congestion.png
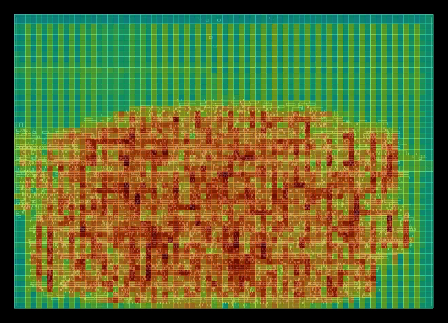
clk_routes.png
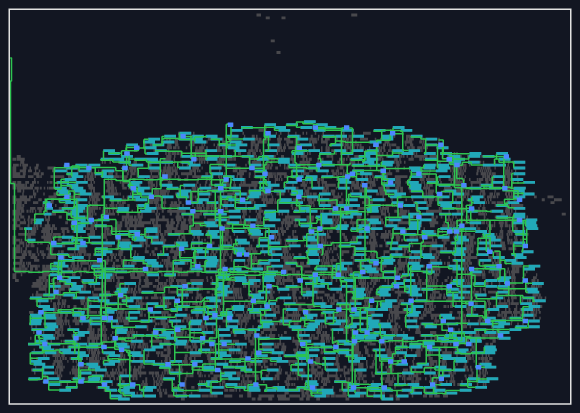
layer_met3.png
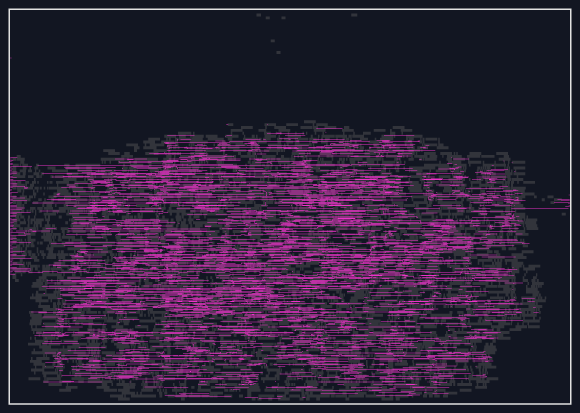
[src/rtl/banco_registradores_entrada_pkg.sv]
// Shared types and default sizes for the register file with switch-input handshake.
package banco_pkg;

  localparam int LARGURA_PADRAO  = 32;
  localparam int NUM_REGS_PADRAO = 32;

  typedef enum logic [1:0] {
    OCIOSO  = 2'd0,
    AGUARDA = 2'd1,
    CONCLUI = 2'd2
  } estado_entrada_t;

endpackage

[src/rtl/banco_registradores_entrada_if.sv]
// Bus between the UC/datapath (master) and the register file (slave).
interface banco_registradores_entrada_if
  import banco_pkg::*;
#(
  parameter int LARGURA  = LARGURA_PADRAO,
  parameter int NUM_REGS = NUM_REGS_PADRAO
);
  localparam int LARG_END = $clog2(NUM_REGS);

  logic [LARG_END-1:0] enderecoLeitura1;
  logic [LARG_END-1:0] enderecoLeitura2;
  logic [LARGURA-1:0]  dadoLeitura1;
  logic [LARGURA-1:0]  dadoLeitura2;
  logic                escritaHabilita;
  logic [LARG_END-1:0] enderecoEscrita;
  logic [LARGURA-1:0]  dadoEscrita;
  logic                pedidoEntrada;
  logic [LARG_END-1:0] enderecoEntrada;
  logic                confirmaEntrada;
  logic [LARGURA-1:0]  dadoSwitch;
  logic                ocupado;
  logic                entradaConcluida;

  modport master (
    output enderecoLeitura1, enderecoLeitura2, escritaHabilita, enderecoEscrita,
           dadoEscrita, pedidoEntrada, enderecoEntrada, confirmaEntrada, dadoSwitch,
    input  dadoLeitura1, dadoLeitura2, ocupado, entradaConcluida
  );

  modport slave (
    input  enderecoLeitura1, enderecoLeitura2, escritaHabilita, enderecoEscrita,
           dadoEscrita, pedidoEntrada, enderecoEntrada, confirmaEntrada, dadoSwitch,
    output dadoLeitura1, dadoLeitura2, ocupado, entradaConcluida
  );

endinterface

[src/rtl/banco_registradores_entrada_controle.sv]
// Input handshake FSM: latches the destination on request, emits one write on confirm.
module controle_entrada
  import banco_pkg::*;
#(
  parameter int LARG_END = 5
) (
  input  logic                clk_i,
  input  logic                rst_i,
  input  logic                pedido_i,
  input  logic [LARG_END-1:0] endereco_i,
  input  logic                confirma_i,
  output logic                ocupado_o,
  output logic                concluida_o,
  output logic                escrita_o,
  output logic [LARG_END-1:0] endereco_o
);

  estado_entrada_t     estado_q, estado_d;
  logic [LARG_END-1:0] end_q, end_d;

  always_ff @(posedge clk_i) begin
    if (rst_i) begin
      estado_q <= OCIOSO;
      end_q    <= '0;
    end else begin
      estado_q <= estado_d;
      end_q    <= end_d;
    end
  end

  always_comb begin
    estado_d  = estado_q;
    end_d     = end_q;
    escrita_o = 1'b0;
    unique case (estado_q)
      OCIOSO: begin
        if (pedido_i) begin
          end_d    = endereco_i;
          estado_d = AGUARDA;
        end
      end
      AGUARDA: begin
        if (confirma_i) begin
          escrita_o = (end_q != '0);
          estado_d  = CONCLUI;
        end
      end
      CONCLUI: estado_d = OCIOSO;
      default: estado_d = OCIOSO;
    endcase
  end

  assign ocupado_o   = (estado_q != OCIOSO);
  assign concluida_o = (estado_q == CONCLUI);
  assign endereco_o  = end_q;

endmodule

[src/rtl/banco_registradores_entrada.sv]
// Register file, 2 async reads / 1 sync write, r0 hardwired to zero, switch-input handshake.
// Optional same-cycle UC write forwarding to reads under BANCO_BYPASS_EN.
module banco_registradores_entrada
  import banco_pkg::*;
#(
  parameter int LARGURA  = LARGURA_PADRAO,
  parameter int NUM_REGS = NUM_REGS_PADRAO
) (
  input logic                          clock,
  input logic                          reset,
  banco_registradores_entrada_if.slave bus
);

  localparam int LARG_END = $clog2(NUM_REGS);

  logic [LARGURA-1:0]  banco_q [NUM_REGS];
  logic                ocupado;
  logic                esc_entrada;
  logic [LARG_END-1:0] end_entrada;
  logic                esc_uc;
  logic                we_d;
  logic [LARG_END-1:0] waddr_d;
  logic [LARGURA-1:0]  wdata_d;

  controle_entrada #(.LARG_END(LARG_END)) u_controle (
    .clk_i       (clock),
    .rst_i       (reset),
    .pedido_i    (bus.pedidoEntrada),
    .endereco_i  (bus.enderecoEntrada),
    .confirma_i  (bus.confirmaEntrada),
    .ocupado_o   (ocupado),
    .concluida_o (bus.entradaConcluida),
    .escrita_o   (esc_entrada),
    .endereco_o  (end_entrada)
  );

  assign bus.ocupado = ocupado;
  assign esc_uc      = bus.escritaHabilita && !ocupado && (bus.enderecoEscrita != '0);

  // The two sources are mutually exclusive: the input write only occurs while ocupado=1.
  always_comb begin
    we_d    = 1'b0;
    waddr_d = '0;
    wdata_d = '0;
    if (esc_entrada) begin
      we_d    = 1'b1;
      waddr_d = end_entrada;
      wdata_d = bus.dadoSwitch;
    end else if (esc_uc) begin
      we_d    = 1'b1;
      waddr_d = bus.enderecoEscrita;
      wdata_d = bus.dadoEscrita;
    end
  end

  always_ff @(posedge clock) begin
    if (reset) begin
      for (int unsigned i = 0; i < NUM_REGS; i++) banco_q[i] <= '0;
    end else if (we_d) begin
      banco_q[waddr_d] <= wdata_d;
    end
  end

  always_comb begin
    bus.dadoLeitura1 = (bus.enderecoLeitura1 == '0) ? '0 : banco_q[bus.enderecoLeitura1];
    bus.dadoLeitura2 = (bus.enderecoLeitura2 == '0) ? '0 : banco_q[bus.enderecoLeitura2];
`ifdef BANCO_BYPASS_EN
    if (esc_uc && (bus.enderecoLeitura1 == bus.enderecoEscrita)) bus.dadoLeitura1 = bus.dadoEscrita;
    if (esc_uc && (bus.enderecoLeitura2 == bus.enderecoEscrita)) bus.dadoLeitura2 = bus.dadoEscrita;
`endif
  end

endmodule

[src/flat_wrapper.sv]
// flat-port wrapper written by rule: the top's interface ports become plain ports
module banco_registradores_entrada_flat import banco_pkg::*;
#(
  parameter int LARGURA  = LARGURA_PADRAO,
  parameter int NUM_REGS = NUM_REGS_PADRAO
)
  (clock, reset, bus_enderecoLeitura1, bus_enderecoLeitura2, bus_escritaHabilita, bus_enderecoEscrita, bus_dadoEscrita, bus_pedidoEntrada, bus_enderecoEntrada, bus_confirmaEntrada, bus_dadoSwitch, bus_dadoLeitura1, bus_dadoLeitura2, bus_ocupado, bus_entradaConcluida);
  banco_registradores_entrada_if #(.LARGURA(LARGURA), .NUM_REGS(NUM_REGS)) bus_i ();
  input logic clock;
  input logic reset;
  input wire logic [$bits(bus_i.enderecoLeitura1)-1:0] bus_enderecoLeitura1;
  input wire logic [$bits(bus_i.enderecoLeitura2)-1:0] bus_enderecoLeitura2;
  input wire logic [$bits(bus_i.escritaHabilita)-1:0] bus_escritaHabilita;
  input wire logic [$bits(bus_i.enderecoEscrita)-1:0] bus_enderecoEscrita;
  input wire logic [$bits(bus_i.dadoEscrita)-1:0] bus_dadoEscrita;
  input wire logic [$bits(bus_i.pedidoEntrada)-1:0] bus_pedidoEntrada;
  input wire logic [$bits(bus_i.enderecoEntrada)-1:0] bus_enderecoEntrada;
  input wire logic [$bits(bus_i.confirmaEntrada)-1:0] bus_confirmaEntrada;
  input wire logic [$bits(bus_i.dadoSwitch)-1:0] bus_dadoSwitch;
  output wire logic [$bits(bus_i.dadoLeitura1)-1:0] bus_dadoLeitura1;
  output wire logic [$bits(bus_i.dadoLeitura2)-1:0] bus_dadoLeitura2;
  output wire logic [$bits(bus_i.ocupado)-1:0] bus_ocupado;
  output wire logic [$bits(bus_i.entradaConcluida)-1:0] bus_entradaConcluida;
  assign bus_i.enderecoLeitura1 = bus_enderecoLeitura1;
  assign bus_i.enderecoLeitura2 = bus_enderecoLeitura2;
  assign bus_i.escritaHabilita = bus_escritaHabilita;
  assign bus_i.enderecoEscrita = bus_enderecoEscrita;
  assign bus_i.dadoEscrita = bus_dadoEscrita;
  assign bus_i.pedidoEntrada = bus_pedidoEntrada;
  assign bus_i.enderecoEntrada = bus_enderecoEntrada;
  assign bus_i.confirmaEntrada = bus_confirmaEntrada;
  assign bus_i.dadoSwitch = bus_dadoSwitch;
  assign bus_dadoLeitura1 = bus_i.dadoLeitura1;
  assign bus_dadoLeitura2 = bus_i.dadoLeitura2;
  assign bus_ocupado = bus_i.ocupado;
  assign bus_entradaConcluida = bus_i.entradaConcluida;
  banco_registradores_entrada #(.LARGURA(LARGURA), .NUM_REGS(NUM_REGS)) u_core (.clock(clock), .reset(reset), .bus(bus_i));
endmodule
[config.mk]
export PLATFORM = sky130hd
export DESIGN_NAME = banco_registradores_entrada_flat
export DESIGN_NICKNAME = d
export VERILOG_FILES = /design/src/rtl/banco_registradores_entrada_pkg.sv /design/src/rtl/banco_registradores_entrada_if.sv /design/src/rtl/banco_registradores_entrada_controle.sv /design/src/rtl/banco_registradores_entrada.sv /design/src/flat_wrapper.sv
export SDC_FILE = /design/constraint.sdc
export NUM_CORES = 2
export LEC_CHECK = 0
export ABC_AREA = 1
export CAP_MARGIN = 20
export CORE_ASPECT_RATIO = 0.7
export CORE_MARGIN = 2
export CORE_UTILIZATION = 30
export CTS_BUF_LIST = sky130_fd_sc_hd__clkbuf_4 sky130_fd_sc_hd__clkbuf_8
export DETAILED_ROUTE_END_ITERATION = 8
export SYNTH_ARGS = -nofsm -noshare
export SYNTH_HDL_FRONTEND = slang
export SYNTH_HIERARCHICAL = 1
export SYNTH_SLANG_ARGS = --single-unit
[constraint.sdc]
create_clock -name clock -period 3.9 [get_ports clock]
set_input_delay 0.78 -clock clock [delete_from_list [all_inputs] [get_ports clock]]
set_output_delay 0.78 -clock clock [all_outputs]
set_load 0.005 [all_outputs]
==> out/qor.yml <==
grt:
  grt_pass1_vias: 52736
  overflow: 0
  grt_usage: 0.2549
  antenna_found_initial: 7
  grt_max_degree: 94
clock_tree:
  cts_made_buffers: 164
  htreeDepth: 4
  root_buffer: "clkbuf_8"
  cts_buffer_depth: 3
  cts_tree: "yes"
  worstSkewPairLatency_ns: 0.92
timing:
  fmax_mhz: 251.5
  fin_skew_ns: 0.03665
  holdWs_ns: 0.5171
  setup_viol: 8
  worst_slack_ns: -0.07643
  period_used_share: 1.020
  maxSlewViolCount: 0
  timing.slew.headroom: 0.4596
run_status:
  violations: "setup timing"
  status: "finished with violations"
critical_path:
  rrSetupSlack_ns: 0.92
  setup.worst_path.start: "bus_enderecoLeitura2[0]"
  path_class: "input port to primary output"
  cp-end-kind: "primary output"
route:
  first_iter_violations: 10778
  via_per_inst: 5.646
  drt_pass1_iterations: 8
  wl_um: 259300
  drc_errors: 0
  m1WireLength_um: 101400
  wl_met3_um: 43990
run:
  warnings: 28
  maxCapViolCount: 0
logic_synthesis:
  yosys_area_um2: 57560
  yosys-top-cells-count: "2638 x nand2_1, 1377 x nand3_1, 1302 x nor2_1"
  ys_types: 25
  avgSynthCellArea_um2: 7.744
  postSynthSeqShare: 0.5366
  top_area_frac: 0.5342
cells_and_area:
  drive_above_1_share: 0.1006
  areaGrowthSynthToFinish_pct: 17.79
  nFillCells: 19232
  nNetsFinal: 7594
die:
  die-area_um2: 195500
  die_y_um: 370.5
  io-pin-count: 155
  core_um2: 190600
  rows: 134
  dieWidth_um: 527.6
placement:
  gp_congestion: 0.9292
  hpwl_um: 156600
power:
  ir_drop_uv: 374.1
  p_leak_nw: 26.64
  swShare: 0.3096
  internal_power_mw: 18.57
worst_hold_path:
  hp-start: "reset"
About congestion.png:
Avg WL per Cell: 25.56 um
met3 Use GR: 0.08626
global routing usage on met1: 0.3600
GRT met2 Usage: 0.3482
utilization after layout: 0.3557

About clk_routes.png:
flip-flops: drawn in cyan, count 1031. clock drivers: drawn in blue, count 164. clock wires: drawn in green, length 15900 um.
There are 165 routed clock nets.

About layer_met3.png:
The wires run mostly horizontal. The layer carries 44.0 mm of wire.

==> cell type report <==
class | instances | area (um^2) | area share
flip-flops and latches | 1031 | 30890 | 0.4556
multi-input cells | 5650 | 23650 | 0.3488
repair buffers | 558 | 6603 | 0.09738
well taps | 2516 | 3148 | 0.04643
clock buffers | 202 | 2574 | 0.03796
clock inverters | 86 | 503.0 | 0.007418
inverters | 100 | 427.9 | 0.006311
diodes | 2 | 5.005 | 0.00007381
==> sequential cells by signal (all words and copies together) (netlist names) <==
register                      flops
u_core/banco_q                 1024
u_core/u_controle/endereco_o      5
u_core/u_controle/estado_q        2
==> layout by cell type (no fill, tap or decap), drive strengths merged <==
cell type / instances
buf: 408
dlymetal6s2s: 2
nor2: 1315
clkinvlp: 4
o21ai: 172
nand3b: 1
nand3: 1379
dlygate4sd2: 1
clkdlybuf4s50: 141
dfxtp: 7
nor3: 4
nand2: 2648
diode: 2
edfxtp: 1024
inv: 100
a21oi: 131
clkinv: 78
clkbuf: 208
bufinv: 4
==> routing by layer <==
layer  track usage  vias to the layer above
met3       0.08626                      729
li1              -                    24607
met5             0                        -
met4        0.1137                        4
met1        0.3600                    26838
met2        0.3482                     5104
==> repair_timing <==
| item | CTS | global route |
|---|---|---|
| hold buffers | 0 | 0 |
| pin swaps | 2 | 2 |
| setup endpoints to repair | 12 | 41 |
| buffers inserted | 0 | 10 |
| cloned | 0 | 6 |
| resized | 16 | 31 |
==> through the flow <==
stage / instances / util / area, um^2 / setup slack, ns / power, mW
CTS: 10127 / 0.3537 / 67420 / 0.002718 / 26.66
detailed placement: 9839 / 0.3373 / 64290 / -0.2004 / 17.43
global route: 10145 / 0.3557 / 67800 / -0.1010 / 27.60
finish: 10145 / 0.3557 / 67800 / -0.07643 / 26.89
floorplan: 7433 / - / 57560 / 0.7839 / 15.18
global placement: 9839 / 0.3373 / 64290 / -0.1605 / 17.40
==> power by group through the flow <==
stage,Sequential [mW],Combinational (mW),Clock [mW]
final,12.8,4.69,9.41
after global routing,12.8,4.87,9.90
after CTS,12.8,4.44,9.44
after detailed placement,13.0,4.42,0
after global placement,13.0,4.39,0
after floorplan,13.0,2.23,0
==> worst max path at each step <==
stage	endpoint	slack, ns	cells past startpoint
finish	bus_dadoLeitura2[20]	-0.08	12
global route	bus_dadoLeitura2[9]	-0.10	10
CTS	bus_dadoLeitura2[14]	0.003	13
detailed placement	bus_dadoLeitura1[5]	-0.20	14
global placement	bus_dadoLeitura2[23]	-0.16	13
floorplan	u_core/banco_q[9][0]	0.78	12
==> critical path, stage by stage <==
cell and delay (ns):
buf_8 0.17, buf_12 0.38, buf_4 0.36, nand2_1 0.08, nand3_1 0.09, nand3_1 0.08
nand2_1 0.08, nand2_1 0.05, nand2_1 0.05, nor2_1 0.05, nor2_2 0.32, clkdlybuf4s50_1 0.58
==> cells by family (layout without fill, tap and decap cells) <==
| kind of cell | count (synthesis) | in the layout | synth area share |
|---|---|---|---|
| flops | 1031 | 1031 | 0.5366 |
| simple gates | 5347 | 5347 | 0.3806 |
| compound gates | 303 | 303 | 0.02660 |
| buf+inv | 752 | 946 | 0.05623 |
| other cells | 0 | 2 | 0 |
Power figures rest on the tool's default switching activity, not on a simulated workload.
